run_1/ff_map.png
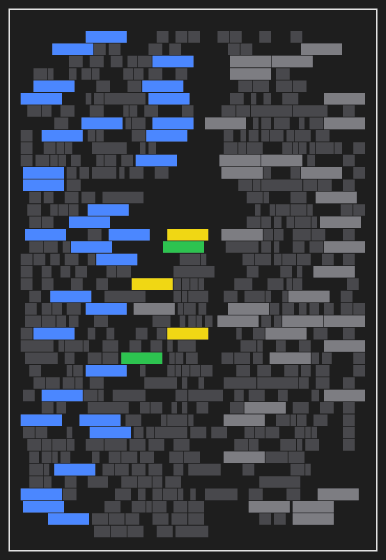
run_1/class_map.png
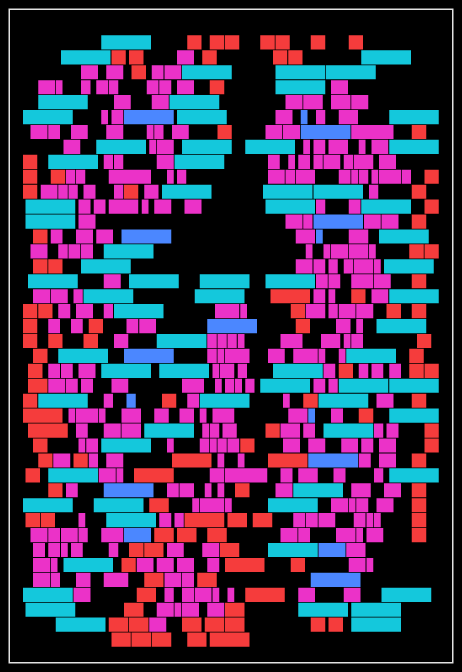
run_1/gates.png
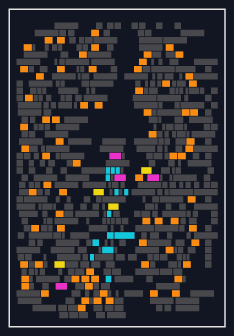
Design pipe_hazard_ctrl_flat, sky130hd; sources not shown.
==> results.txt, run 1 <==
Startpoint types: input port
Die width: 80.5 µm
WP data arrival: 2.11 ns
I/O pins: 95
RSZ-0062 raised after global routing: false
Total grt overflow: 0
Static Leak: 2.21 nW
Log Warnings: 28
Outcome: completed
CP Max Fanout: 2
Number of H-tree levels: 3
#FFs+latches synth: 70
Initial Util: 0.457
Worst EP required: 2.52 ns
Largest net degree at the start of global routing: 71
Pwr Total: 0.00313 W
Crit path kind: input port to output port
Max-slew violation count: 0
CTS tree: done
Ant diodes: 0
HP Class: flop to flop
Setup violations, final: 0
Total number of vias: 3262
Reg2reg path depth: 8
Post-layout nets: 510
Yosys cell count: 375
GR Util All Layers: 0.213
Final Cycle Share: 0.873
CTS clock-pin slew for the worst setup and hold paths: 0.05 ns
Vias in the first global route: 3251
Placed insts: 578
Layout cells sized above 1: 0.274
Average cell area after synthesis: 10.3 µm²
Detailed Routing Iterations Pass 1: 4
Initial antenna violation count: 0
Relative slew slack: 0.409
Port Buffers: 94
Synth Cell Area: 0.00386 mm²
Yosys warning tally: 0
Setup TNS: 0 ns
CTS Buf Count: 9
Post-Syn Instances: 375
Hold Crit Depth: 1
Hold-fix buffers, CTS: 0
DR vias/cell: 5.50
Pwr dens: 601 mW/mm²
Seq share, synth: 0.453
Yosys stat area: 0.00386 mm²
Post-route DRC: 0
Fmax: 358 MHz
Final wirelength: 9.41 mm
DR iter-0 viols: 120
Post-cts resize count: 0
Root Buffer: clkbuf_16
Crit path time final: 2.79 ns
FF-to-FF setup slack: 0.42 ns
Max Root-Sink Buffers: 2
Final hold violations: 0
First-pass GRT wire length: 16.0 mm
Most common logic cells in the final layout: 77 x buf_4, 72 x xnor2_1, 70 x dfrtp_1, 30 x nand3_1, 27 x nand4_1
Die Height: 119 µm
Routed len/inst: 15.9 µm
Hpwl dp: 6.81 mm
Largest vdd supply drop: 0.757 mV
Die area: 0.00957 mm²
Synth-to-layout area growth: 35.0%
Post-CTS Setup Bufs: 0
Number of clock sinks: 70
GPL Wtd Cong: 0.871
Max-Cap Viols: 0
Crit. End Element: output port
Routed Antenna Nets: 0
Synth cell types: 42
Post-Syn Nets: 403
Clk_lat worst skew: 0.33 ns
Worst-Margin Slew: 0.886 ns
Back to the opening pictures, ff_map.png:
| color | name in the netlist | sequential cells |
|---|---|---|
| blue | `u_core.flush_events` | 32 |
| green | `u_core.state` | 2 |
| yellow | `u_core.scnt` | 3 |
not colored: 33
fin util: 0.616
register area: 0.00175 mm²
P_seq: 0.00109 W
flop share of the area: 0.336

Back to the opening pictures, class_map.png:
| color | class | cells |
|---|---|---|
| blue | clock drivers and dummy loads | 15 |
| magenta | remaining logic cells | 291 |
| cyan | registers | 70 |
| red | remaining buffers and delay cells | 110 |
Finished Cell Area: 0.00522 mm²
# rows: 41
Core ar.: 0.00846 mm²

Back to the opening pictures, gates.png:
| color | family | cells |
|---|---|---|
| orange | xor and xnor cells | 72 |
| yellow | mux cells | 4 |
| magenta | fa/ha/maj cells | 4 |
| cyan | aoi and oai cells | 13 |
multi-input combinational area share: 0.388
most frequent logic cell in the layout: buf_4
post-route insts no fill: 593

[run 1: cells by family (layout without fill, tap and decap cells)]
group           count (synthesis)  after routing  synth area share
compound gates                 16             16            0.0256
xor+xnor                       72             72             0.163
fa+ha+maj                       4              4            0.0129
buf+inv                        21            132            0.0308
flops                          70             70             0.453
mux                             4              4            0.0117
simple gates                  188            188             0.303
[run 1: synth_stat cells]
master	n	area (µm²)
a21boi_0	1	7.51
a21o_1	1	7.51
a21oi_1	3	15.0
a31oi_1	1	6.26
and2_0	1	6.26
and2_1	5	31.3
and3_1	19	119
and4_1	9	78.8
and4_4	1	11.3
buf_12	1	20.0
buf_2	4	20.0
buf_4	1	7.51
buf_6	2	22.5
clkbuf_1	6	22.5
dfrtp_1	70	1750
ha_1	4	50.1
inv_1	7	26.3
mux2_2	4	45.0
nand2_1	25	93.8
nand2b_1	1	6.26
nand3_1	30	150
nand3_2	18	180
nand3b_1	4	30.0
nand4_1	27	169
nand4_4	1	21.3
nand4b_1	3	26.3
nor2_1	21	78.8
nor2b_1	1	6.26
nor3_1	11	55.1
nor4_1	5	31.3
nor4_4	1	21.3
nor4b_2	1	15.0
o211ai_1	1	7.51
o21a_1	1	7.51
o21ai_0	5	25.0
o22a_1	1	8.76
o22ai_1	1	6.26
o31ai_1	1	7.51
or2_4	1	8.76
or4_1	1	7.51
or4_4	2	22.5
xnor2_1	72	631
[run 1: per-layer routing]
| metal | wire length, µm | GRT usage | vias up |
|---|---|---|---|
| met5 | 0 | 0 | - |
| met4 | 291 | 0.111 | 0 |
| met3 | 361 | 0.0290 | 21 |
| met2 | 5040 | 0.370 | 98 |
| met1 | 3720 | 0.248 | 1596 |
| li1 | - | - | 1547 |
[run 1: stage by stage]
step                      utilization  setup slack, ns  hold slack [ns]  area [µm²]
after global routing            0.616            0.285            0.311        5220
after detailed placement        0.585            0.272            0.281        4950
after global placement          0.585            0.356            0.279        4950
after floorplan                     -           -0.371            0.257        3880
final                           0.616            0.407            0.290        5220
after CTS                       0.616            0.394            0.293        5220
[run 1: worst max-delay path, stage by stage]
cell,delay [ns]
clkdlybuf4s50_1,0.48
nand2_1,0.08
o21a_1,0.17
nor3_1,0.22
nand2_1,0.13
a31oi_2,0.33
buf_12,0.23
[run 1: report_power, final]
group,internal (W),leakage (nW),switching (W)
Combinational,0.000283,1.14,0.000846
Clock,0.000562,0.133,0.000349
Sequential,0.000975,0.944,0.000119
[run 1: area by class of cell]
type,instances,area [µm²]
Clock buffer,14,264
Clock inverter,1,5.00
Fill cell,761,3250
Inverter,7,30.0
Multi-Input combinational cell,284,2020
Sequential cell,70,1750
Tap cell,107,134
Timing Repair Buffer,110,1010
run_1/clock_wires.png
The bar under the picture is 20 µm long.
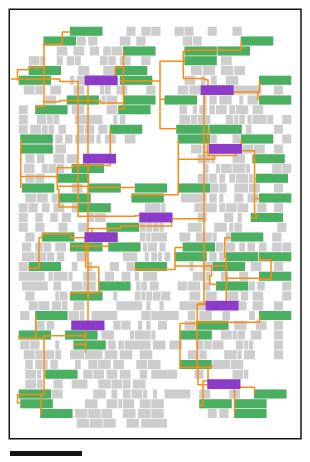

==> run 1 -> run 2 <==
- CTS_BUF_LIST: default -> sky130_fd_sc_hd__clkbuf_8
- clock period: 3.2 -> 3.3 ns (I/O delays scaled with it)
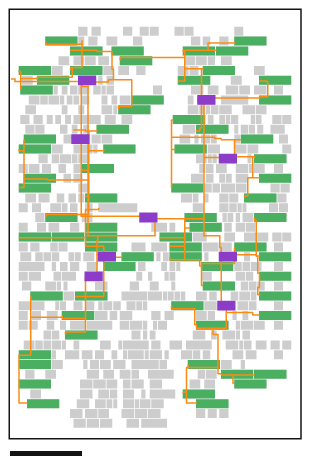
run_2/clock_wires.png
The bar under the picture is 20 µm long.
[green] flip-flops | count: 70
[orange] clock wires | length: 906 µm
[purple] clock-net drivers | count: 9
routed clock nets: 10
clk_lat worst skew: 0.34 ns
clock network power consumption: 0.000671 W
Clock power frac: 0.239

==> run 2 against run 1 <==
Against the previous run: synthesized area is the same; register-to-register slack better by 0.23 ns; final area down 2.2%; critical endpoint is now bus_idex_flush.
==> results.txt, run 2 <==
Yosys warning tally: 0
Log Warnings: 28
Most frequent logic cell in the layout: buf_4
Largest vdd supply drop: 1.06 mV
CTS clock-pin slew for the worst setup and hold paths: 0.08 ns
DR vias/cell: 5.40
Synth Cell Area: 0.00386 mm²
Final wirelength: 8.90 mm
Largest net degree at the start of global routing: 71
Average cell area after synthesis: 10.3 µm²
Worst EP required: 2.60 ns
Hold Crit Depth: 1
Hold-fix buffers, CTS: 0
Yosys stat area: 0.00386 mm²
Most common logic cells in the final layout: 75 x buf_4, 72 x xnor2_1, 70 x dfrtp_1, 30 x nand3_1, 27 x nand4_1
Routed Antenna Nets: 0
Detailed Routing Iterations Pass 1: 5
Flip-flops with a built-in enable: 0
Worst-Margin Slew: 0.868 ns
Max Root-Sink Buffers: 2
Synth-to-layout area growth: 32.0%
Max-slew violation count: 0
Ys async rst share: 1.00
Initial Util: 0.457
Post-Syn Nets: 403
Fmax: 358 MHz
Area leader share: 0.453
# rows: 41
Layout cells sized above 1: 0.277
HP Class: flop to flop
Pwr dens: 551 mW/mm²
Routed len/inst: 15.1 µm
Most frequent cell after synthesis: xnor2_1
Area after DPL: 0.00491 mm²
Seq share, synth: 0.453
Port Buffers: 94
Die Height: 119 µm
FF-to-FF setup slack: 0.65 ns
CP Max Fanout: 3
Root Buffer: clkbuf_8
GR Util All Layers: 0.201
WP data arrival: 2.10 ns
Outcome: completed
#FFs+latches synth: 70
I/O pins: 95
Post-route DRC: 0
Cell type with the largest total area: dfrtp_1
Core ar.: 0.00846 mm²
Final hold violations: 0
RSZ-0062 raised after global routing: false
Post-layout nets: 507
Number of H-tree levels: 3
Placed insts: 575
Crit. End Element: output port
Vias in the first global route: 3225
Total number of vias: 3190
Synth cell types: 42
Main synth FF type: dfrtp_1
Final Cycle Share: 0.846
Crit path kind: input port to output port
Yosys cell count: 375
Max-Cap Viols: 0
Die width: 80.5 µm
DR iter-0 viols: 138
Static Leak: 2.16 nW
Hpwl dp: 6.65 mm
Top cells by count: 72 x xnor2_1, 70 x dfrtp_1, 30 x nand3_1
Die area: 0.00957 mm²
CTS Buf Count: 9
Post-CTS Setup Bufs: 0
Crit path time final: 2.79 ns
Post-cts resize count: 0
Finished Cell Area: 0.00510 mm²
GPL Wtd Cong: 0.840
Startpoint types: input port
Total grt overflow: 0
Initial antenna violation count: 0
Reg2reg path depth: 7
Top cells by area: dfrtp_1 45%, xnor2_1 16%, nand3_2 4.7%, nand4_1 4.4%, nand3_1 3.9%
First-pass GRT wire length: 15.2 mm
CTS tree: done
Post-Syn Instances: 375
Relative slew slack: 0.421
Number of clock sinks: 70
Ant diodes: 0
Setup violations, final: 0
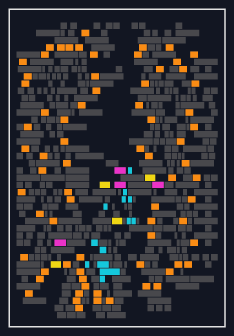
run_2/gates.png
| color | family | cells |
|---|---|---|
| cyan | aoi and oai cells | 13 |
| orange | xor and xnor cells | 72 |
| magenta | fa/ha/maj cells | 4 |
| yellow | mux cells | 4 |
post-route insts no fill: 591
multi-input combinational area share: 0.397

-- run 2: cell types whose count changed in the layout (fill, tap and decap cells not counted), sizes merged --
cell	previous run	this run
buf	87	84
clkinvlp	1	3
clkbuf	14	9
clkinv	1	4
bufinv	0	1
-- run 2: layout make-up --
class	count	area [µm²]
Clock buffer	9	124
Sequential cell	70	1750
Timing Repair Buffer	107	973
Tap cell	107	134
Fill cell	752	3360
Multi-Input combinational cell	284	2020
Inverter	7	30.0
Clock inverter	7	65.1
-- run 2: cell families (layout without fill, tap and decap cells) --
family                     count (synthesis)  after routing  share of synthesized area
AOI/OAI and AO/OA                         16             16                     0.0256
adders and majority gates                  4              4                     0.0129
xor gates and xnor gates                  72             72                      0.163
buffers and inverters                     21            130                     0.0308
and+or+nand+nor                          188            188                      0.303
DFF                                       70             70                      0.453
muxes                                      4              4                     0.0117
-- run 2: report_power, final --
| group | switching [W] | internal (W) | total (W) |
|---|---|---|---|
| Clock | 0.000328 | 0.000343 | 0.000671 |
| Combinational | 0.000814 | 0.000270 | 0.00108 |
| Sequential | 0.000113 | 0.000943 | 0.00106 |
| Total | 0.00125 | 0.00156 | 0.00281 |
-- run 2: per-layer routing --
| layer | global-route usage | wire, µm | up-vias |
|---|---|---|---|
| met3 | 0.0321 | 346 | 15 |
| met4 | 0.0911 | 212 | 0 |
| met1 | 0.233 | 3520 | 1554 |
| li1 | - | - | 1539 |
| met2 | 0.354 | 4820 | 82 |
| met5 | 0 | 0 | - |
-- run 2: worst max-delay path, cell delays in order --
cell             delay (ns)
clkdlybuf4s50_1        0.54
xnor2_1                0.15
nand4_1                0.13
o22ai_1                0.25
nand2_1                0.09
a21boi_1               0.23
buf_12                 0.21
-- run 2: per-stage QoR --
step / setup WS [ns] / total power [W] / util / hold slack, ns / setup TNS (ns)
finish: 0.507 / 0.00281 / 0.603 / 0.294 / 0
detailed placement: 0.425 / 0.00216 / 0.580 / 0.284 / 0
floorplan: -0.301 / 0.00188 / - / 0.257 / -0.425
CTS: 0.490 / 0.00284 / 0.603 / 0.296 / 0
global placement: 0.511 / 0.00214 / 0.580 / 0.280 / 0
global route: 0.365 / 0.00293 / 0.603 / 0.311 / 0
No activity file was given, so power comes from the tool's default toggle rates.
